### src/rtl/seq_divider32.sv
// seq_divider32: multi-cycle 32-bit restoring divider, one quotient bit per clock.
// Define SIGNED_DIV_EN to add the Signed port and the sign-fixup (FIX) state.
module seq_divider32 (
    input  logic        CLK,
    input  logic        RST,
    input  logic        Start,
    input  logic [31:0] Dividend,
    input  logic [31:0] Divisor,
`ifdef SIGNED_DIV_EN
    input  logic        Signed,
`endif
    output logic [31:0] Quotient,
    output logic [31:0] Remainder,
    output logic        Busy,
    output logic        Done,
    output logic        DivZero
);
    typedef enum logic [1:0] {
        IDLE,
        CALC,
`ifdef SIGNED_DIV_EN
        FIX,
`endif
        DONE
    } state_t;

    state_t      state_q, state_d;
    logic [4:0]  cnt_q, cnt_d;
    logic [31:0] r_q, r_d, q_q, q_d, d_q, d_d;
    logic [31:0] quot_q, quot_d, rem_q, rem_d;
    logic        dz_q, dz_d;
    logic        sgn_in;
    logic [31:0] a_mag, b_mag, shift, r_nxt, q_nxt;
    logic [32:0] trial;

`ifdef SIGNED_DIV_EN
    logic sgn_q, sgn_d, qneg_q, qneg_d, rneg_q, rneg_d;
    assign sgn_in = Signed;
    assign Busy   = (state_q == CALC) || (state_q == FIX);
`else
    assign sgn_in = 1'b0;
    assign Busy   = (state_q == CALC);
`endif

    assign a_mag     = (sgn_in && Dividend[31]) ? -Dividend : Dividend;
    assign b_mag     = (sgn_in && Divisor[31]) ? -Divisor : Divisor;
    assign Done      = (state_q == DONE);
    assign Quotient  = quot_q;
    assign Remainder = rem_q;
    assign DivZero   = dz_q;

    always_ff @(posedge CLK or posedge RST) begin
        if (RST) begin
            state_q <= IDLE;
            cnt_q   <= '0;
            r_q     <= '0;
            q_q     <= '0;
            d_q     <= '0;
            quot_q  <= '0;
            rem_q   <= '0;
            dz_q    <= 1'b0;
`ifdef SIGNED_DIV_EN
            sgn_q   <= 1'b0;
            qneg_q  <= 1'b0;
            rneg_q  <= 1'b0;
`endif
        end else begin
            state_q <= state_d;
            cnt_q   <= cnt_d;
            r_q     <= r_d;
            q_q     <= q_d;
            d_q     <= d_d;
            quot_q  <= quot_d;
            rem_q   <= rem_d;
            dz_q    <= dz_d;
`ifdef SIGNED_DIV_EN
            sgn_q   <= sgn_d;
            qneg_q  <= qneg_d;
            rneg_q  <= rneg_d;
`endif
        end
    end

    always_comb begin
        state_d = state_q;
        cnt_d   = cnt_q;
        r_d     = r_q;
        q_d     = q_q;
        d_d     = d_q;
        quot_d  = quot_q;
        rem_d   = rem_q;
        dz_d    = dz_q;
`ifdef SIGNED_DIV_EN
        sgn_d   = sgn_q;
        qneg_d  = qneg_q;
        rneg_d  = rneg_q;
`endif
        // q_q holds the dividend bits still to be consumed, shifting in quotient bits from the right
        shift   = {r_q[30:0], q_q[31]};
        trial   = {1'b0, shift} - {1'b0, d_q};
        r_nxt   = trial[32] ? shift : trial[31:0];
        q_nxt   = {q_q[30:0], ~trial[32]};
        case (state_q)
            IDLE, DONE: begin
                state_d = IDLE;
                if (Start && Divisor == '0) begin
                    state_d = DONE;
                    quot_d  = '1;
                    rem_d   = Dividend;
                    dz_d    = 1'b1;
                end else if (Start) begin
                    state_d = CALC;
                    dz_d    = 1'b0;
                    r_d     = '0;
                    q_d     = a_mag;
                    d_d     = b_mag;
                    cnt_d   = '0;
`ifdef SIGNED_DIV_EN
                    sgn_d   = sgn_in;
                    qneg_d  = sgn_in && (Dividend[31] ^ Divisor[31]);
                    rneg_d  = sgn_in && Dividend[31];
`endif
                end
            end
            CALC: begin
                r_d   = r_nxt;
                q_d   = q_nxt;
                cnt_d = cnt_q + 5'd1;
                if (cnt_q == 5'd31) begin
                    state_d = DONE;
                    quot_d  = q_nxt;
                    rem_d   = r_nxt;
`ifdef SIGNED_DIV_EN
                    if (sgn_q) state_d = FIX;
`endif
                end
            end
`ifdef SIGNED_DIV_EN
            FIX: begin
                state_d = DONE;
                quot_d  = qneg_q ? -q_q : q_q;
                rem_d   = rneg_q ? -r_q : r_q;
            end
`endif
            default: state_d = IDLE;
        endcase
    end
endmodule

### config.mk
export PLATFORM = sky130hd
export DESIGN_NAME = seq_divider32
export DESIGN_NICKNAME = d
export VERILOG_FILES = /design/src/rtl/seq_divider32.sv
export SDC_FILE = /design/constraint.sdc
export NUM_CORES = 1
export LEC_CHECK = 0
export ABC_AREA = 0
export CORE_ASPECT_RATIO = 1.5
export CORE_MARGIN = 8
export CORE_UTILIZATION = 38
export DETAILED_ROUTE_END_ITERATION = 6
export GPL_TIMING_DRIVEN = 0
export SYNTH_ARGS = -nofsm -noshare
export SYNTH_HDL_FRONTEND = slang
export SYNTH_SLANG_ARGS = --single-unit
### constraint.sdc
create_clock -name CLK -period 5.8 [get_ports CLK]
set_clock_uncertainty 0.05 [all_clocks]
set_input_delay 0.58 -clock CLK [delete_from_list [all_inputs] [get_ports CLK]]
set_output_delay 0.58 -clock CLK [all_outputs]
set_load 0.03 [all_outputs]
==> notes.md, run 1 <==
The layout was made with Yosys and OpenROAD.

The run finished with clean final reports. In this run, synthesis produced a sequential element count of 167. Global routing consumed, over all layers together, 20.8% of the routing resources. Of the total synthesized cell area, the portion taken by AND-OR and OR-AND cells is 20.6%. The power share of the sequential group is 26.5%. In the synthesized netlist, the cells that appear most often are sky130_fd_sc_hd__dfrtp_1 (167), sky130_fd_sc_hd__o21ai_0 (102), sky130_fd_sc_hd__nand2_1 (94), sky130_fd_sc_hd__a21oi_1 (80), sky130_fd_sc_hd__clkbuf_1 (46). The endpoint of the worst hold path is reported as Quotient[23].

The iteration tally of the first detailed-router pass is 6. The area fraction of the largest cell type after synthesis is 46.6%. The pin count of the biggest net entering global routing is 91. The number of antenna violations at the first check in global routing was 0. The leakage power in the latest report is 4.93 nW.

The most used flip-flop cell after synthesis is sky130_fd_sc_hd__dfrtp_1. In this run, post-CTS repair resized a total of 0 instances. In this run, placement finished with an instance count of 1385. The count of cell types in the netlist is 56. The final layout reports a setup TNS of 0 ps. The internal portion of the total power is 0.00427 W. The number of warnings issued by yosys is 0. In this run the most critical hold path is launched from Quotient[23]. Ranking logic cells in the layout by count gives the top entries sky130_fd_sc_hd__dfrtp_1 (167), sky130_fd_sc_hd__clkdlybuf4s50_1 (133), sky130_fd_sc_hd__o21ai_0 (102).

The number of warning messages in the logs is 27. The starting utilization of the core area is 38.2%. The repair_antennas step left the layout with diodes totalling 0.

The die is 204 µm tall. The tally of nets with antenna violations remaining after routing is 0. The instance count along the most critical hold path is 1. Per the post-synthesis report, the number of cells in the design is 932.

The depth of the worst register-to-register path is 13. According to the timing report, the arrival time at the worst endpoint equals 4160 ps. The later-pin clock latency in the skew report is 440 ps. Of the available clock period, the critical path in the final layout requires 66.8%.
run 1: critical path, stage by stage (launching register included):
cell                       delay (ps)
sky130_fd_sc_hd__dfrtp_1          380
sky130_fd_sc_hd__inv_1             70
sky130_fd_sc_hd__ha_1             210
sky130_fd_sc_hd__fa_1             390
sky130_fd_sc_hd__nand2b_1         180
sky130_fd_sc_hd__a21o_1           210
sky130_fd_sc_hd__a211oi_1         390
sky130_fd_sc_hd__o31a_1           420
sky130_fd_sc_hd__a211oi_4         150
sky130_fd_sc_hd__a31oi_4          400
sky130_fd_sc_hd__buf_6            250
sky130_fd_sc_hd__mux2i_1          370
sky130_fd_sc_hd__o21ai_1          130
sky130_fd_sc_hd__o21a_1           130
run 1: area by class of cell:
type / instances / area [µm²]
clock buffer: 22 / 484
tap: 319 / 399
inverter: 41 / 161
fill: 2297 / 12100
sequential: 167 / 4180
clock inverter: 10 / 120
buffer: 62 / 255
multi-input combinational: 662 / 4390
timing repair buffer: 134 / 1360
run 1: routing by layer:
metal,vias up,track usage (%),wire length [µm]
met5,-,0,0
met4,0,12.2,1530
met1,3757,22.7,11400
li1,3642,-,-
met2,256,37.0,15000
met3,63,3.88,1540
run 1: worst max-delay path by stage:
stage                    to  cells after the start        start
6_report       Remainder[9]                     13      q_q[31]
5_1_grt        Remainder[7]                     13      q_q[31]
4_1_cts        Remainder[9]                     13      q_q[31]
3_5_place_dp        r_q[21]                      9  Divisor[24]
3_3_place_gp         d_q[5]                      2          RST
2_1_floorplan       DivZero                      1          RST
run 1: registers in the layout, indices dropped and copies added (netlist names):
signal     flops
state_q        2
Remainder     32
cnt_q          5
DivZero        1
d_q           32
r_q           31
q_q           32
Quotient      32
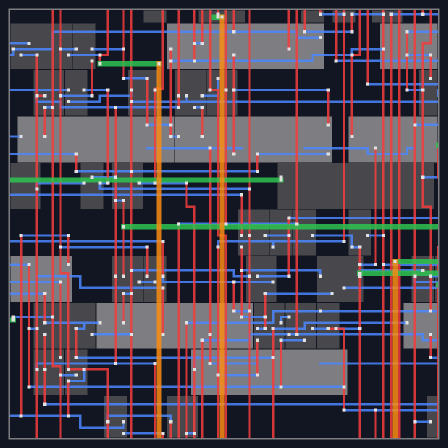
*Close-up of the layout, run 1*
Region (58, 90) to (83, 115) µm. Cells in gray, sequential cells in the stronger gray; small squares are vias.
[red] met2
[blue] met1
[green] met3
[orange] met4
cells with their middle in the window: 35
netlist names of flops here include: r_q (5), Remainder (1)
sequential cells in the window: 6
most frequent: dfrtp_1 (6), nand2_1 (6)

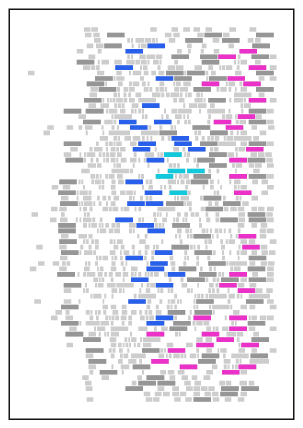
*Where the registers sit, run 1*
Drawn at 2 px/µm. Other sequential cells in the stronger gray, the rest of the logic in the fainter gray.
[cyan] cnt_q | flops: 5 | where: center
[magenta] q_q | flops: 32 | where: a vertical strip on the right
[blue] r_q | flops: 31
area taken by flip-flops and latches: 4180 µm²
register fraction of the total cell area: 36.8%
post-layout utilization of the core: 48.3%
Sequential Power: 0.00214 W

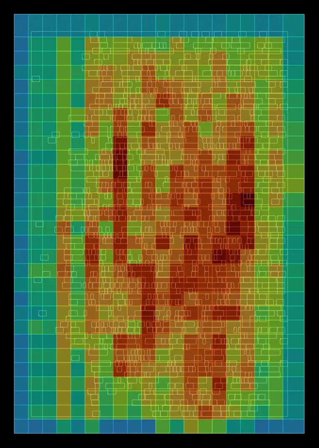
*Routing congestion, run 1*
met3 capacity usage during global routing: 3.88%
GR Util met1: 22.7%
wire length per cell: 20.8 µm
met2 usage in global routing: 37.0%

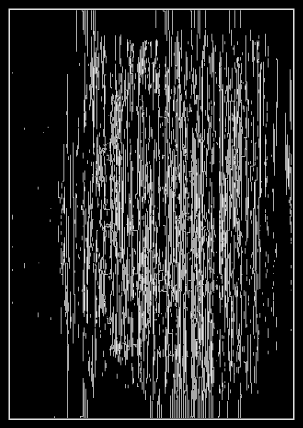
*Met2 routing, run 1*
Drawn at 2 px/µm.
main direction: vertical
wire length on this layer: 15000 µm
nets with wire on the layer: 1024
longest straight run: 85.8 µm
via count: 7718
aggregate routed wire length: 29.4 mm

### Cells by drive strength, run 1

Drawn at 2 px/µm.
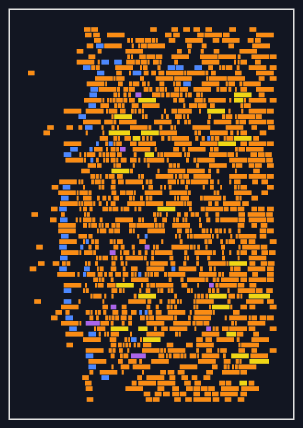

==> run 2: changes to the inputs <==
==> constraint.sdc (replaced) <==
create_clock -name CLK -period 3.8 [get_ports CLK]
set_clock_uncertainty 0.05 [all_clocks]
set_input_delay 0.38 -clock CLK [delete_from_list [all_inputs] [get_ports CLK]]
set_output_delay 0.38 -clock CLK [all_outputs]
set_load 0.03 [all_outputs]
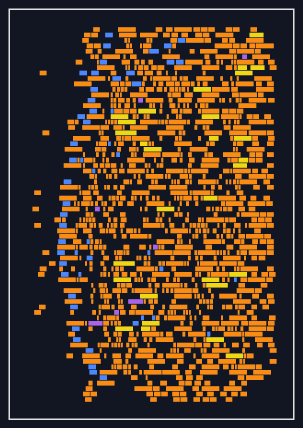
*Cells by drive strength, run 2*
Drawn at 2 px/µm.
[yellow] drive 6 and up | cells: 29 | share: 2.6%
[orange] drive 1 or less | cells: 1013 | share: 92%
[blue] drive 2 | cells: 52 | share: 4.7%
[purple] drive 3 to 4 | cells: 7 | share: 0.64%
count of plain and timing-repair buffers: 200
Area Growth Syn to Fin: 27.2%
crit path setup slack, layout: 163 ps

==> run 2 against run 1 <==
  * Register-to-register slack worse by 1800 ps
  * Sequential cell count unchanged
  * Clock power is 53% higher
  * Die size unchanged
  * Cell area rose by 0.64%
  * Sequential share of layout area is 0.23 points lower
  * First-iteration DRC count increased by 17%
  * Synthesized area is the same
  * Final cell count up 0.21%
  * Combinational power rose by 55%
  * Worst setup slack got worse by 1800 ps
==> notes.md, run 2 <==
The layout was made with Yosys and OpenROAD.

Outcome: complete, no violations (unchanged). The starting utilization of the core area was 38.2% (unchanged). The fill cell total of the finished layout is 2301 (was 2297).

The tally of nets with antenna violations remaining after routing is 0 (unchanged). The count of cell types in the netlist is 56 (unchanged). The global-route usage over all layers is 21.0% (was 20.8%). The number of diodes added for antenna fixing is 0 (unchanged). The capture point of the critical path is Remainder[7] (was Remainder[9]).

Cells along the critical path: inv_1, ha_1, fa_1, nand2b_1, a21o_1, a211oi_2, o31a_1, a211oi_4, a31oi_4, buf_6, mux2i_1, o21ai_1, o21a_1 (was inv_1, ha_1, fa_1, nand2b_1, a21o_1, a211oi_1, o31a_1, a211oi_4, a31oi_4, buf_6, mux2i_1, o21ai_1, o21a_1). The number of clock buffer instances in the layout was 23 (was 22). The top cell type's share of synthesized area is 46.6% (unchanged). The total of flip-flops plus latches after synthesis is 167 (unchanged). The combinational fraction of the cell area is 38.5% (was 38.7%). The start point of the critical path is q_q[31] (unchanged). The leakage power total is 4.96 nW (was 4.93 nW). The area fraction in compound gates is 20.6% (unchanged). The number of vias after detailed routing is 7819 (was 7718).

The count of cell instances traversed by the critical path is 13 (unchanged). The largest cell class by area is combinational gates (unchanged). The area taken by flip-flops and latches is 4180 µm² (unchanged). Post-synth top cells: sky130_fd_sc_hd__dfrtp_1 (167), sky130_fd_sc_hd__o21ai_0 (102), sky130_fd_sc_hd__nand2_1 (94), sky130_fd_sc_hd__a21oi_1 (80), sky130_fd_sc_hd__clkbuf_1 (46) (unchanged). The most used flip-flop cell after synthesis was sky130_fd_sc_hd__dfrtp_1 (unchanged).

The pin count of the biggest net entering global routing is 40 (was 91). The power share of the sequential group is 26.3% (was 26.5%). The number of warning messages in the logs came to 27 (unchanged).

The number of warnings issued by yosys is 0 (unchanged). The non-clock buffering overhead in the final layout is 14.7% (was 14.2%). The total buffers and inverters traversed by the critical path is 2 (unchanged). The later-pin clock latency in the skew report is 430 ps (was 440 ps). The clock-cell share of area is 5.32% (was 5.33%).
==> run 2: cell counts after synthesis <==
No cell type changed its count.
==> run 2: worst register-to-register path, stage by stage (launching register included) <==
cell	delay (ps)
sky130_fd_sc_hd__dfrtp_1	390
sky130_fd_sc_hd__inv_1	80
sky130_fd_sc_hd__ha_1	210
sky130_fd_sc_hd__fa_1	390
sky130_fd_sc_hd__nand2b_1	180
sky130_fd_sc_hd__a21o_1	210
sky130_fd_sc_hd__a211oi_2	300
sky130_fd_sc_hd__o31a_1	350
sky130_fd_sc_hd__a211oi_4	140
sky130_fd_sc_hd__a31oi_4	380
sky130_fd_sc_hd__buf_6	260
sky130_fd_sc_hd__mux2i_1	360
sky130_fd_sc_hd__o21ai_1	90
sky130_fd_sc_hd__o21a_1	130
==> run 2: per-stage QoR <==
step                      instances  total power [W]  util, %  setup TNS (ps)
after floorplan                 932          0.00819        -               0
after global placement         1384           0.0105     45.6          -38340
after detailed placement       1388           0.0106     46.0            -261
after CTS                      1420           0.0125     48.6               0
after global routing           1420           0.0134     48.6               0
final                          1420           0.0125     48.6               0
==> run 2: repair_timing <==
| action | 4_1_cts | 5_1_grt |
|---|---|---|
| buffers inserted | 1 | 0 |
| resized | 0 | 3 |
| pin swaps | 1 | 0 |
| hold endpoints to repair | 0 | 0 |
| hold buffers | 0 | 0 |
| setup endpoints to repair | 3 | 17 |
==> run 2: layer usage <==
layer / part of all wire (%) / vias to the layer above / wire [µm] / GRT usage, %
met5: 0 / - / 0 / 0
met4: 6.8 / 0 / 2030 / 14.0
met3: 5.0 / 82 / 1490 / 4.04
met2: 51 / 252 / 15200 / 37.1
met1: 38 / 3832 / 11200 / 22.4
li1: - / 3653 / - / -
Power and IR drop assume default switching activity.
